**src/rtl/pu_slave_spi_pbuf.sv**
```systemverilog
// SPI slave processing unit with double-buffered NITTA banks: write/send and receive/read
// pairs swap at computational-cycle boundaries, deferred while an SPI frame is in progress.
module pu_slave_spi_pbuf #(
  parameter int DATA_WIDTH = 32,
  parameter int ATTR_WIDTH = 4,
  parameter int BUF_SIZE   = 10,
  parameter int CPOL       = 0,
  parameter int CPHA       = 0
) (
  input  logic                  clk,
  input  logic                  rst,
  input  logic                  signal_cycle,
  input  logic                  signal_wr,
  input  logic [DATA_WIDTH-1:0] data_in,
  input  logic [ATTR_WIDTH-1:0] attr_in,
  input  logic                  signal_oe,
  output logic [DATA_WIDTH-1:0] data_out,
  output logic [ATTR_WIDTH-1:0] attr_out,
  input  logic                  mosi,
  input  logic                  sclk,
  input  logic                  cs,
  output logic                  miso
);
  localparam int AW = (BUF_SIZE > 1) ? $clog2(BUF_SIZE) : 1;
  localparam int CW = $clog2(BUF_SIZE + 1);
  localparam int BW = (DATA_WIDTH > 1) ? $clog2(DATA_WIDTH) : 1;
  localparam logic [CW-1:0] BUF_FULL = CW'(BUF_SIZE);
  localparam logic [BW-1:0] LAST_BIT = BW'(DATA_WIDTH - 1);

  logic [DATA_WIDTH-1:0] wmem [2][BUF_SIZE];
  logic [DATA_WIDTH-1:0] rmem [2][BUF_SIZE];

  logic [1:0] mosi_sy, sclk_sy, cs_sy;
  logic       sclk_q, cs_q;
  logic       ws_sel, rr_sel, swap_pend, wr_ovf, spi_ovf;
  logic       armed, frame_act, rx_push, rd_valid;
  logic [CW-1:0] write_cnt, send_cnt, recv_cnt, read_cnt, read_ptr, send_ptr;
  logic [BW-1:0] bit_cnt;
  logic [DATA_WIDTH-2:0] rx_shift;
  logic [DATA_WIDTH-1:0] rx_word, tx_shift, tx_next_word, rd_word;

  logic unused_attr;
  assign unused_attr = ^attr_in;

  logic mosi_s, sclk_s, cs_s;
  assign mosi_s = mosi_sy[1];
  assign sclk_s = sclk_sy[1];
  assign cs_s   = cs_sy[1];

  logic sclk_rise, sclk_fall, lead_edge, trail_edge, sample_edge, shift_edge, cs_fall, cs_rise;
  assign sclk_rise   = sclk_s & ~sclk_q;
  assign sclk_fall   = ~sclk_s & sclk_q;
  assign lead_edge   = (CPOL != 0) ? sclk_fall : sclk_rise;
  assign trail_edge  = (CPOL != 0) ? sclk_rise : sclk_fall;
  assign sample_edge = (CPHA != 0) ? trail_edge : lead_edge;
  assign shift_edge  = (CPHA != 0) ? lead_edge : trail_edge;
  assign cs_fall     = armed & cs_q & ~cs_s;
  assign cs_rise     = cs_s & ~cs_q;

  // Everything NITTA-side in the swap clock already sees the post-swap banks.
  logic          swap, ws_sel_n, rr_sel_n, ovf_e, wr_ok, rd_ok, push_ok, send_avail;
  logic [CW-1:0] wr_cnt_e, rcv_cnt_e, rd_cnt_e, rd_ptr_e;
  assign swap       = cs_s & (signal_cycle | swap_pend);
  assign ws_sel_n   = ws_sel ^ swap;
  assign rr_sel_n   = rr_sel ^ swap;
  assign wr_cnt_e   = swap ? '0 : write_cnt;
  assign rcv_cnt_e  = swap ? '0 : recv_cnt;
  assign rd_cnt_e   = swap ? recv_cnt : read_cnt;
  assign rd_ptr_e   = swap ? '0 : read_ptr;
  assign ovf_e      = swap ? 1'b0 : (wr_ovf | spi_ovf);
  assign wr_ok      = signal_wr & (wr_cnt_e < BUF_FULL);
  assign rd_ok      = signal_oe & (rd_ptr_e < rd_cnt_e);
  assign push_ok    = rx_push & (rcv_cnt_e < BUF_FULL);
  assign send_avail = send_ptr < send_cnt;

  assign data_out = rd_valid ? rd_word : '0;
  assign miso     = frame_act & tx_shift[DATA_WIDTH-1];

  always_ff @(posedge clk) begin
    if (wr_ok)
      wmem[ws_sel_n][wr_cnt_e[AW-1:0]] <= data_in;
    if (push_ok)
      rmem[rr_sel_n][rcv_cnt_e[AW-1:0]] <= rx_word;
    if (signal_oe)
      rd_word <= rmem[~rr_sel_n][rd_ptr_e[AW-1:0]];
    // Prefetch so a word is ready the moment the shifter asks for it.
    tx_next_word <= wmem[~ws_sel_n][send_ptr[AW-1:0]];
  end

  always_ff @(posedge clk or negedge rst) begin
    if (!rst) begin
      mosi_sy   <= '0;
      sclk_sy   <= '0;
      cs_sy     <= '0;
      sclk_q    <= 1'b0;
      cs_q      <= 1'b0;
      ws_sel    <= 1'b0;
      rr_sel    <= 1'b0;
      swap_pend <= 1'b0;
      wr_ovf    <= 1'b0;
      spi_ovf   <= 1'b0;
      armed     <= 1'b0;
      frame_act <= 1'b0;
      rx_push   <= 1'b0;
      rd_valid  <= 1'b0;
      write_cnt <= '0;
      send_cnt  <= '0;
      recv_cnt  <= '0;
      read_cnt  <= '0;
      read_ptr  <= '0;
      send_ptr  <= '0;
      bit_cnt   <= '0;
      rx_shift  <= '0;
      rx_word   <= '0;
      tx_shift  <= '0;
      attr_out  <= '0;
    end else begin
      mosi_sy <= {mosi_sy[0], mosi};
      sclk_sy <= {sclk_sy[0], sclk};
      cs_sy   <= {cs_sy[0], cs};
      sclk_q  <= sclk_s;
      cs_q    <= cs_s;
      rx_push <= 1'b0;
      if (cs_s)
        armed <= 1'b1;

      if (swap) begin
        ws_sel    <= ~ws_sel;
        rr_sel    <= ~rr_sel;
        send_cnt  <= write_cnt;
        read_cnt  <= recv_cnt;
        wr_ovf    <= 1'b0;
        spi_ovf   <= 1'b0;
        swap_pend <= 1'b0;
      end else if (signal_cycle) begin
        swap_pend <= 1'b1;
      end
      write_cnt <= wr_ok ? wr_cnt_e + CW'(1) : wr_cnt_e;
      recv_cnt  <= push_ok ? rcv_cnt_e + CW'(1) : rcv_cnt_e;
      read_ptr  <= rd_ok ? rd_ptr_e + CW'(1) : rd_ptr_e;
      if (signal_wr && !wr_ok)
        wr_ovf <= 1'b1;
      if (rx_push && !push_ok)
        spi_ovf <= 1'b1;

      rd_valid <= rd_ok;
      attr_out <= '0;
      if (signal_oe) begin
        attr_out[1] <= ovf_e;
        attr_out[0] <= ~rd_ok;
      end

      if (cs_s)
        frame_act <= 1'b0;
      if (cs_rise) begin
        bit_cnt  <= '0;
        send_ptr <= '0;
      end else if (cs_fall) begin
        frame_act <= 1'b1;
        bit_cnt   <= '0;
        if (CPHA == 0) begin
          tx_shift <= send_avail ? tx_next_word : '0;
          if (send_avail)
            send_ptr <= send_ptr + CW'(1);
        end else begin
          tx_shift <= '0;
        end
      end else if (frame_act) begin
        if (sample_edge) begin
          rx_shift <= {rx_shift[DATA_WIDTH-3:0], mosi_s};
          if (bit_cnt == LAST_BIT) begin
            bit_cnt <= '0;
            rx_word <= {rx_shift, mosi_s};
            rx_push <= 1'b1;
          end else begin
            bit_cnt <= bit_cnt + BW'(1);
          end
        end
        // A shift edge at bit 0 starts a new word; otherwise advance the current one.
        if (shift_edge) begin
          if (bit_cnt == '0) begin
            tx_shift <= send_avail ? tx_next_word : '0;
            if (send_avail)
              send_ptr <= send_ptr + CW'(1);
          end else begin
            tx_shift <= {tx_shift[DATA_WIDTH-2:0], 1'b0};
          end
        end
      end
    end
  end
endmodule

```
**config.mk**
```make
export PLATFORM = sky130hd
export DESIGN_NAME = pu_slave_spi_pbuf
export DESIGN_NICKNAME = d
export VERILOG_FILES = /design/src/rtl/pu_slave_spi_pbuf.sv
export SDC_FILE = /design/constraint.sdc
export NUM_CORES = 2
export LEC_CHECK = 0
export CELL_PAD_IN_SITES_DETAIL_PLACEMENT = 0
export CELL_PAD_IN_SITES_GLOBAL_PLACEMENT = 2
export CORE_ASPECT_RATIO = 1.4
export CORE_MARGIN = 2
export CORE_UTILIZATION = 47
export DETAILED_ROUTE_END_ITERATION = 16
export MAX_ROUTING_LAYER = met4
export PLACE_DENSITY_LB_ADDON = 0.1
export SYNTH_ARGS = -nofsm -noshare
export SYNTH_HDL_FRONTEND = slang
export SYNTH_SLANG_ARGS = --single-unit
```
**constraint.sdc**
```tcl
create_clock -name clk -period 6 [get_ports clk]
set_input_delay 0.6 -clock clk [delete_from_list [all_inputs] [get_ports clk]]
set_output_delay 0.6 -clock clk [all_outputs]
set_load 0.02 [all_outputs]
```
port_trees.png
Bar = 100 um.
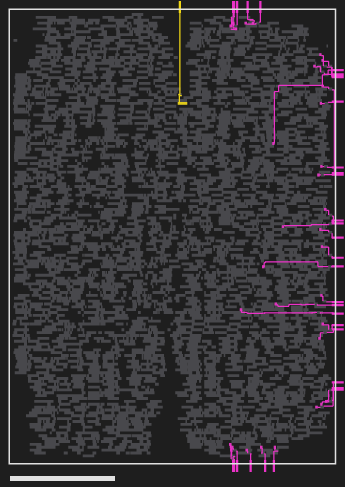
legend:
  mosi:
    colour: yellow
    direction: input
    edge: top
    end_cells: 1
    buffers: 1
    wire: 90.9 um
  data_out:
    colour: magenta
    direction: output
    edge: 21 right, 6 bottom, 5 top
    end_cells: 32
    buffers: 32
    wire: 924 um
# IOs: 81
number of port buffers: 74

ff_map.png
Bar = 100 um. Other sequential cells in the stronger grey, the rest of the logic in the fainter grey.
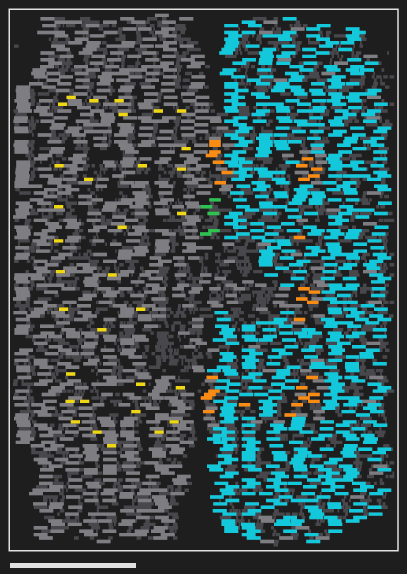
legend:
  bit_cnt:
    colour: green
    placed_flops: 5
  rmem:
    colour: cyan
    placed_flops: 640
  rx_shift:
    colour: orange
    placed_flops: 31
  tx_next_word:
    colour: yellow
    placed_flops: 32
not coloured: 779

==> flow_summary.ini <==
; yosys + openroad results
[setup_path]
end_kind = flip-flop
cp_max_fo = 47
r2r_start = cs_sy[1]
criticalPathCategory = flip-flop to flip-flop
crit_required_ns = 6.72
start_kind = flip-flop
crit_arrival_ns = 4.65

[sta]
hold_viol = 0
finClkSkew_ns = 0.0245
min_period_ns = 3.93
setup_viol = 0

[power]
switchingPower_mw = 7.36
p_leak_nw = 25.3
combPwrFrac_pct = 19.8
p_per_area_nw_per_um2 = 383

[yosys]
ys_seq_share_pct = 71.6
yosys.cell_types.count = 59
yosys_cells = 3809
syn_inst = 3809

[drt]
wl_um = 160000
drc = 0
antenna_left = 0

[grt]
grt-ovfl-total = 0
track_usage_pct = 25.1
grt_max_degree = 135

[clocking]
cts_tree = built
clk_latency_ns = 0.78
ctsResizeCount = 0
path_clk_slew_ns = 0.06
cts_made_buffers = 145

[finish]
layout_top_cell = edfxtp_1
seq_area_um2 = 43600
syn2layout_area_growth_pct = 13.1
nets = 3949
comb_area_um2 = 16000
mostFrequentLayoutCells = 1,312 x edfxtp_1, 423 x mux2i_1, 167 x nand2_1

[status]
status = finished, final reports clean

[hold_path]
worstHoldPathType = primary input to flip-flop

[floorplanning]
chip_area_um2 = 133000
rows = 156
dieWidth_um = 308

[run]
log.warning_count = 42
closeup.png
Bar = 10 um. Region (65, 95) to (90, 120) um. Cells in grey, sequential cells in the stronger grey; small squares are vias.
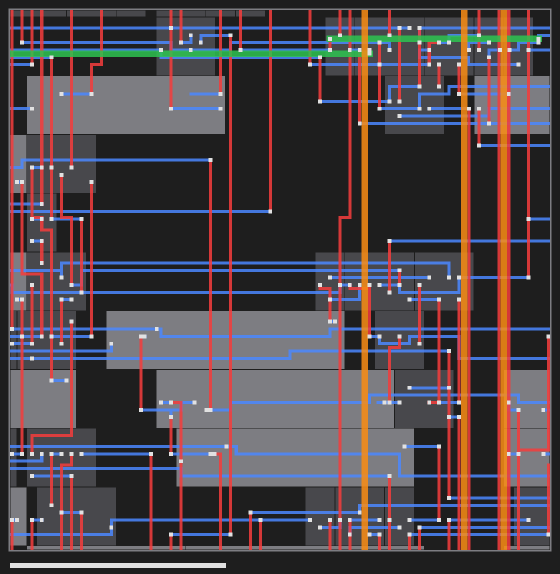
legend:
  M2:
    colour: red
  M4:
    colour: orange
  M1:
    colour: blue
  M3:
    colour: green
netlist names of flops here include: wmem (3), tx_shift (1)
cells with their middle in the window: 25
sequential cells in the window: 4
most frequent: o211ai_1 (6), nand2_1 (4)

congestion_map.png
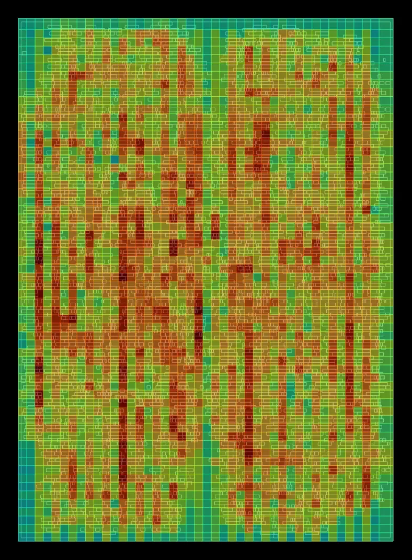
wire per inst: 28.3 um
Final Util: 53.5%
GRT met2 Usage: 44.7%
Most Crowded Layer GR: met2

==> power groups by stage <==
stage	registers, mW	logic [mW]	clock network, mW
floorplan	12.0	3.66	0
global placement	12.1	5.17	0
detailed placement	12.1	5.28	0
CTS	11.9	5.29	9.46
global route	11.9	5.59	9.85
finish	11.9	5.24	9.28
==> synthesized netlist by cell type (64+ instances only) <==
master	number	area [um2]
mux2_2	74	833
o22ai_1	64	400
mux4_2	96	2160
o21ai_0	99	495
nand3_1	101	505
o211ai_1	154	1160
nand2_1	171	642
dfrtp_1	143	3580
buf_2	79	395
clkbuf_1	138	518
nor2_1	146	548
edfxtp_1	1312	39400
inv_1	151	567
a31oi_1	95	594
mux2i_1	424	4240
==> cell families (layout without fill, tap and decap cells) <==
logic type,Yosys count,in the layout,synth area share [%]
compound gates,673,673,8.03
other cells,1,5,0.00616
mux,617,617,12.3
simple gates,590,590,4.69
xor+xnor,10,10,0.156
fa+ha+maj,19,19,0.390
buf+inv,412,607,2.83
flops,1487,1487,71.6
==> cell type report <==
type                    count  share of cell area [%]
diodes                      3                  0.0109
well taps                1659                    3.01
repair buffers            186                    2.56
inverters                 155                   0.844
flip-flops and latches   1487                    63.3
clock buffers             191                    5.91
clock inverters            75                    1.13
multi-input cells        1911                    23.2
==> worst paths after layout <==
path | end | slack (ns)
worst min-delay path | mosi_sy[0] | 0.28
min in group asynchronous | tx_shift[5] | 0.36
worst max register to register | tx_next_word[29] | 2.07
worst min register to register | mosi_sy[1] | 0.35
worst max-delay path | tx_next_word[29] | 2.07
max in group asynchronous | ws_sel | 4.29
==> metal layers <==
metal,wire length [um],GRT usage [%],vias to the layer above
met5,0,-,-
met4,5540,9.44,0
met3,7450,3.88,321
met2,86100,44.7,948
met1,61200,28.4,17600
li1,-,-,15100
==> state kept, by name, summed over array words and instances (netlist names), 5 cells and up <==
name          count
wmem            640
rd_word          32
rx_word          32
rx_shift         31
rmem            640
bit_cnt           5
tx_next_word     32
tx_shift         32
==> per-stage QoR <==
step	hold slack, ns	setup WS (ns)
after detailed placement	0.343	1.43
final	0.283	2.07
after global routing	0.227	1.91
after CTS	0.223	2.07
after global placement	0.341	1.48
after floorplan	0.304	1.21
==> critical path: stages, from the launching register on <==
cell and delay (ns):
dfrtp_1 0.52, o21a_4 0.72, xnor2_4 0.33, buf_4 0.62, buf_4 0.75, mux2i_1 0.16, a221oi_1 0.51, a211o_1 0.19
Power and IR drop assume default switching activity.
